`src/rtl/ctrl_ajuste_campos.sv`:
```
// Edit-mode sequencer for the clock/calendar field counters: turns debounced
// button levels into a field select, single-cycle up/down pulses and a blink flag.
module ctrl_ajuste_campos #(
  parameter int unsigned N_FIELDS      = 3,
  parameter int unsigned REPEAT_DELAY  = 50_000_000,
  parameter int unsigned REPEAT_PERIOD = 10_000_000,
  parameter int unsigned BLINK_HALF    = 25_000_000
) (
  input  logic       clk,
  input  logic       reset,
  input  logic       btn_mode,
  input  logic       btn_left,
  input  logic       btn_right,
  input  logic       btn_up,
  input  logic       btn_down,
  output logic [3:0] en_count,
  output logic       enUP,
  output logic       enDOWN,
  output logic       editing,
  output logic       blink
);

  localparam int unsigned TMAX = (REPEAT_DELAY > REPEAT_PERIOD) ? REPEAT_DELAY : REPEAT_PERIOD;
  localparam int unsigned TW   = $clog2(TMAX + 1);
  localparam int unsigned BW   = $clog2(BLINK_HALF + 1);
  localparam int unsigned FW   = 4;

  typedef enum logic [1:0] {IDLE, EDIT, HOLD, REPEAT} state_t;
  typedef enum logic [1:0] {DIR_NONE, DIR_UP, DIR_DOWN} dir_t;

  state_t        state_q, state_d;
  logic [TW-1:0] timer_q, timer_d;
  logic [BW-1:0] bcnt_q, bcnt_d;
  logic [FW-1:0] field_d;
  logic          up_d, down_d, blink_d, pulse;
  logic          mode_q, left_q, right_q, up_q, down_q;
  logic          mode_edge, left_edge, right_edge;
  dir_t          dir, dir_prev;

  // Held direction; both buttons together count as no request
  always_comb begin
    dir = DIR_NONE;
    if (btn_up && !btn_down)      dir = DIR_UP;
    else if (btn_down && !btn_up) dir = DIR_DOWN;
    dir_prev = DIR_NONE;
    if (up_q && !down_q)      dir_prev = DIR_UP;
    else if (down_q && !up_q) dir_prev = DIR_DOWN;
  end

  assign mode_edge  = btn_mode  && !mode_q;
  assign left_edge  = btn_left  && !left_q;
  assign right_edge = btn_right && !right_q;

  // Next-state, field, timer and pulse logic
  always_comb begin
    state_d = state_q;
    field_d = en_count;
    timer_d = timer_q;
    pulse   = 1'b0;
    case (state_q)
      IDLE: begin
        field_d = '0;
        timer_d = '0;
        if (mode_edge) begin
          state_d = EDIT;
          field_d = FW'(1);
        end
      end
      EDIT: begin
        if (mode_edge) begin
          state_d = IDLE;
        end else if (dir != DIR_NONE && dir_prev == DIR_NONE) begin
          pulse   = 1'b1;
          timer_d = '0;
          state_d = HOLD;
        end else if (dir == DIR_NONE && right_edge && !left_edge) begin
          field_d = (en_count == FW'(N_FIELDS)) ? FW'(1) : en_count + FW'(1);
        end else if (dir == DIR_NONE && left_edge && !right_edge) begin
          field_d = (en_count == FW'(1)) ? FW'(N_FIELDS) : en_count - FW'(1);
        end
      end
      HOLD, REPEAT: begin
        if (mode_edge) begin
          state_d = IDLE;
        end else if (dir == DIR_NONE) begin
          state_d = EDIT;
        end else if (dir != dir_prev) begin
          pulse   = 1'b1;
          timer_d = '0;
          state_d = HOLD;
        end else if (timer_q == ((state_q == HOLD) ? TW'(REPEAT_DELAY - 1)
                                                   : TW'(REPEAT_PERIOD - 1))) begin
          pulse   = 1'b1;
          timer_d = '0;
          state_d = REPEAT;
        end else begin
          timer_d = timer_q + TW'(1);
        end
      end
      default: state_d = IDLE;
    endcase
    if (state_d == IDLE) begin
      field_d = '0;
      timer_d = '0;
    end
    up_d   = pulse && (dir == DIR_UP);
    down_d = pulse && (dir == DIR_DOWN);
  end

  // Blink runs only while edit mode persists; cleared on entry and exit
  always_comb begin
    bcnt_d  = '0;
    blink_d = 1'b0;
    if (state_q != IDLE && state_d != IDLE) begin
      if (bcnt_q == BW'(BLINK_HALF - 1)) begin
        bcnt_d  = '0;
        blink_d = !blink;
      end else begin
        bcnt_d  = bcnt_q + BW'(1);
        blink_d = blink;
      end
    end
  end

  always_ff @(posedge clk) begin
    mode_q  <= btn_mode;
    left_q  <= btn_left;
    right_q <= btn_right;
    up_q    <= btn_up;
    down_q  <= btn_down;
    if (reset) begin
      state_q  <= IDLE;
      timer_q  <= '0;
      bcnt_q   <= '0;
      en_count <= '0;
      enUP     <= 1'b0;
      enDOWN   <= 1'b0;
      editing  <= 1'b0;
      blink    <= 1'b0;
    end else begin
      state_q  <= state_d;
      timer_q  <= timer_d;
      bcnt_q   <= bcnt_d;
      en_count <= field_d;
      enUP     <= up_d;
      enDOWN   <= down_d;
      editing  <= (state_d != IDLE);
      blink    <= blink_d;
    end
  end

endmodule

```
`config.mk`:
```
export PLATFORM = sky130hd
export DESIGN_NAME = ctrl_ajuste_campos
export DESIGN_NICKNAME = d
export VERILOG_FILES = /design/src/rtl/ctrl_ajuste_campos.sv
export SDC_FILE = /design/constraint.sdc
export NUM_CORES = 1
export LEC_CHECK = 0
export ABC_CLOCK_PERIOD_IN_PS = 7750
export CAP_MARGIN = 5
export CORE_ASPECT_RATIO = 0.6
export CORE_MARGIN = 1
export CORE_UTILIZATION = 65
export DETAILED_ROUTE_END_ITERATION = 10
export MAX_ROUTING_LAYER = met4
export PLACE_DENSITY_LB_ADDON = 0.1
export SYNTH_ARGS = -nofsm -noshare
export SYNTH_HDL_FRONTEND = slang
export SYNTH_SLANG_ARGS = --single-unit
```
`constraint.sdc`:
```
create_clock -name clk -period 7.75 [get_ports clk]
set_clock_uncertainty 0.2 [all_clocks]
set_input_delay 1.9375 -clock clk [delete_from_list [all_inputs] [get_ports clk]]
set_output_delay 1.9375 -clock clk [all_outputs]
set_load 0.02 [all_outputs]
```
Fig. 1: gate-type map
The bar under the picture is 20 um long.
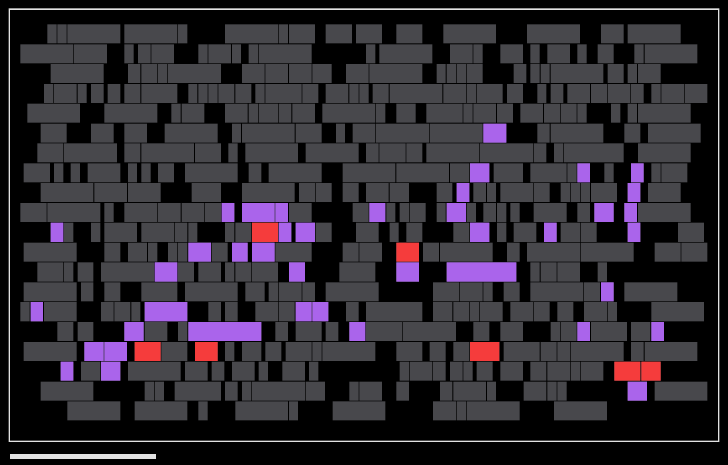
[purple] inverting AOI/OAI gates | cells: 41 | most used: o21ai_0
[red] AND-OR and OR-AND gates | cells: 7 | most used: o21ba_2

Fig. 2: the clock network
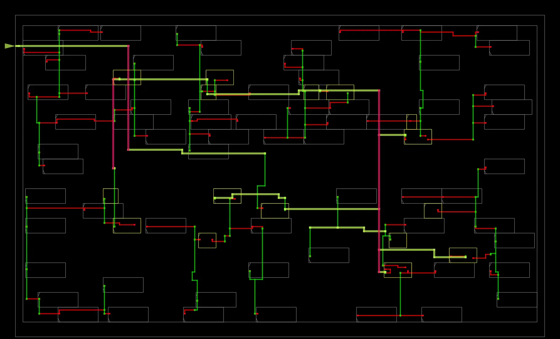
CTS sink cnt: 66
clock latency at the later pin of the worst-skew pair: 350 ps
TritonCTS buffer count: 9
count of clock buffers in the final design: 9

Fig. 3: sequential cells grouped by signal name
The bar under the picture is 20 um long. Other sequential cells in the stronger grey, the rest of the logic in the fainter grey.
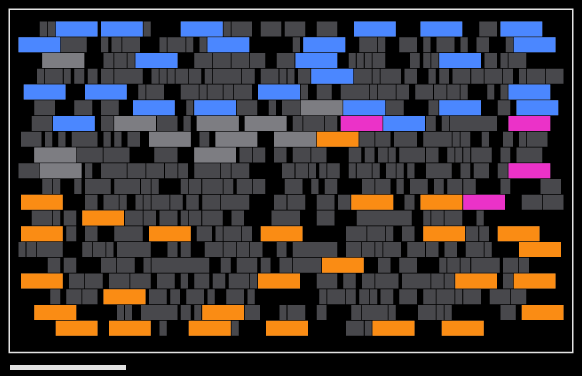
[blue] `bcnt_q` | flops: 25
[magenta] `en_count` | flops: 4 | where: middle right
[orange] `timer_q` | flops: 26

Fig. 4: metal layers overlaid
Only two layers are drawn.
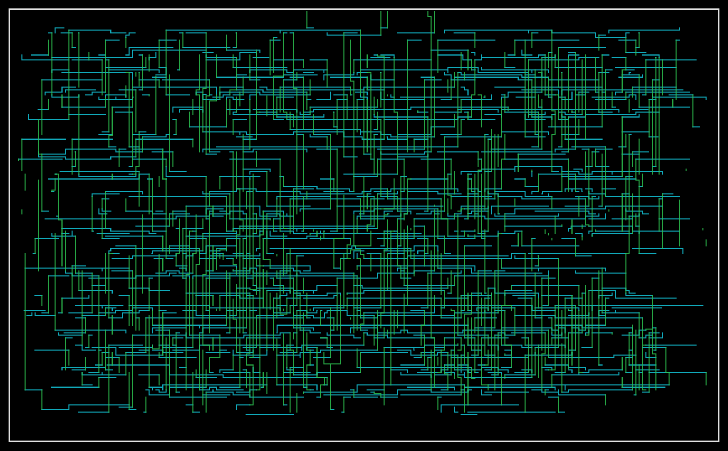
[green] met2 | wire length: 3180 um
[cyan] met1 | wire length: 3990 um

==> reports/qor.log <==
qor: critical_path.critical_path.startpoint_type input pin
qor: run_status.status finished clean
qor: finish.logic_gate_count 307
qor: synthesis.synthTopLogicFamily simple AND/OR/NAND/NOR gates
qor: synthesis.post-synth-top-area-fraction 0.375
qor: synthesis.synth_flops 66
qor: timing.actual_transition_at_the_worst_max_transition_pin 1250 ps
qor: die.die_area 5730 um2
qor: power_and_ir_drop.clkPwrFrac 0.395
qor: critical_path.list_of_cells_traversed_by_the_critical_path clkdlybuf4s50_1 -> inv_1 -> ha_1 -> inv_1 -> a31oi_1 -> or4b_2 -> xor2_1 -> nor2_1
qor: finish.fraction_of_layout_instances_using_a_drive_strength_above_1 0.107
qor: place.gpl.final_weighted_congestion 0.907
qor: finish.antenna_diodes 0
qor: timing.max_slew_margin 0.153
qor: finish.seqCellArea 1320 um2
qor: power_and_ir_drop.internal_power 0.000481 W
qor: cts.path_clk_slew 80 ps
qor: timing.timing.final.hold_violations 0
qor: synthesis.topCellsByArea sky130_fd_sc_hd__dfxtp_1 37%, sky130_fd_sc_hd__xnor2_1 5.7%, sky130_fd_sc_hd__nor2_1 5.3%
qor: synthesis.post-synth-top-area-cell sky130_fd_sc_hd__dfxtp_1
qor: power_and_ir_drop.power.ir.vdd_worst 0.115 mV
qor: die.die_height 59.0 um
-- cells by family after synthesis --
logic type / after synthesis
AND-OR/OR-AND: 48
adder cells (fa/ha/maj): 11
buffers and inverters: 30
flip-flops: 66
XOR/XNOR: 41
AND/OR/NAND/NOR: 204
multiplexers: 3
-- path summary, 6_finish.rpt --
path	startpoint	end	slack [ps]	depth (start not counted)
worst max-delay path	btn_up	timer_q[8]	3270	8
worst max register to register	up_q	timer_q[8]	5090	7
worst min-delay path	bcnt_q[0]	bcnt_q[0]	290	1
worst min register to register	bcnt_q[0]	bcnt_q[0]	290	1
-- per-stage QoR --
step / hold WS, ps / cells / instance area, um2 / utilization
2_1_floorplan: 241 / 403 / 3520 / -
3_3_place_gp: 259 / 469 / 3680 / 0.717
3_5_place_dp: 282 / 469 / 3680 / 0.717
4_1_cts: 301 / 485 / 3850 / 0.751
5_1_grt: 326 / 485 / 3850 / 0.751
6_report: 293 / 485 / 3850 / 0.751
-- state kept, by name, indices dropped and copies added, names as in the netlist, 2 cells and up --
signal / cells
timer_q: 26
bcnt_q: 25
en_count: 4
state_q: 2
-- layer usage --
| layer | track usage | vias up | wire, um |
|---|---|---|---|
| met2 | 0.398 | 139 | 3180 |
| met3 | 0.0802 | 16 | 721 |
| met4 | 0.0959 | 0 | 93 |
| met5 | - | - | 0 |
| li1 | - | 1464 | - |
| met1 | 0.443 | 1411 | 3990 |
-- power by group through the flow --
stage	sequential, W	clock [W]	combinational (W)
after CTS	0.000347	0.000265	0.0000531
final	0.000347	0.000261	0.0000539
after floorplan	0.000355	0	0.0000386
after global routing	0.000347	0.000276	0.0000583
after global placement	0.000355	0	0.0000516
after detailed placement	0.000355	0	0.0000529
Power is estimated from default activity; no workload was simulated.
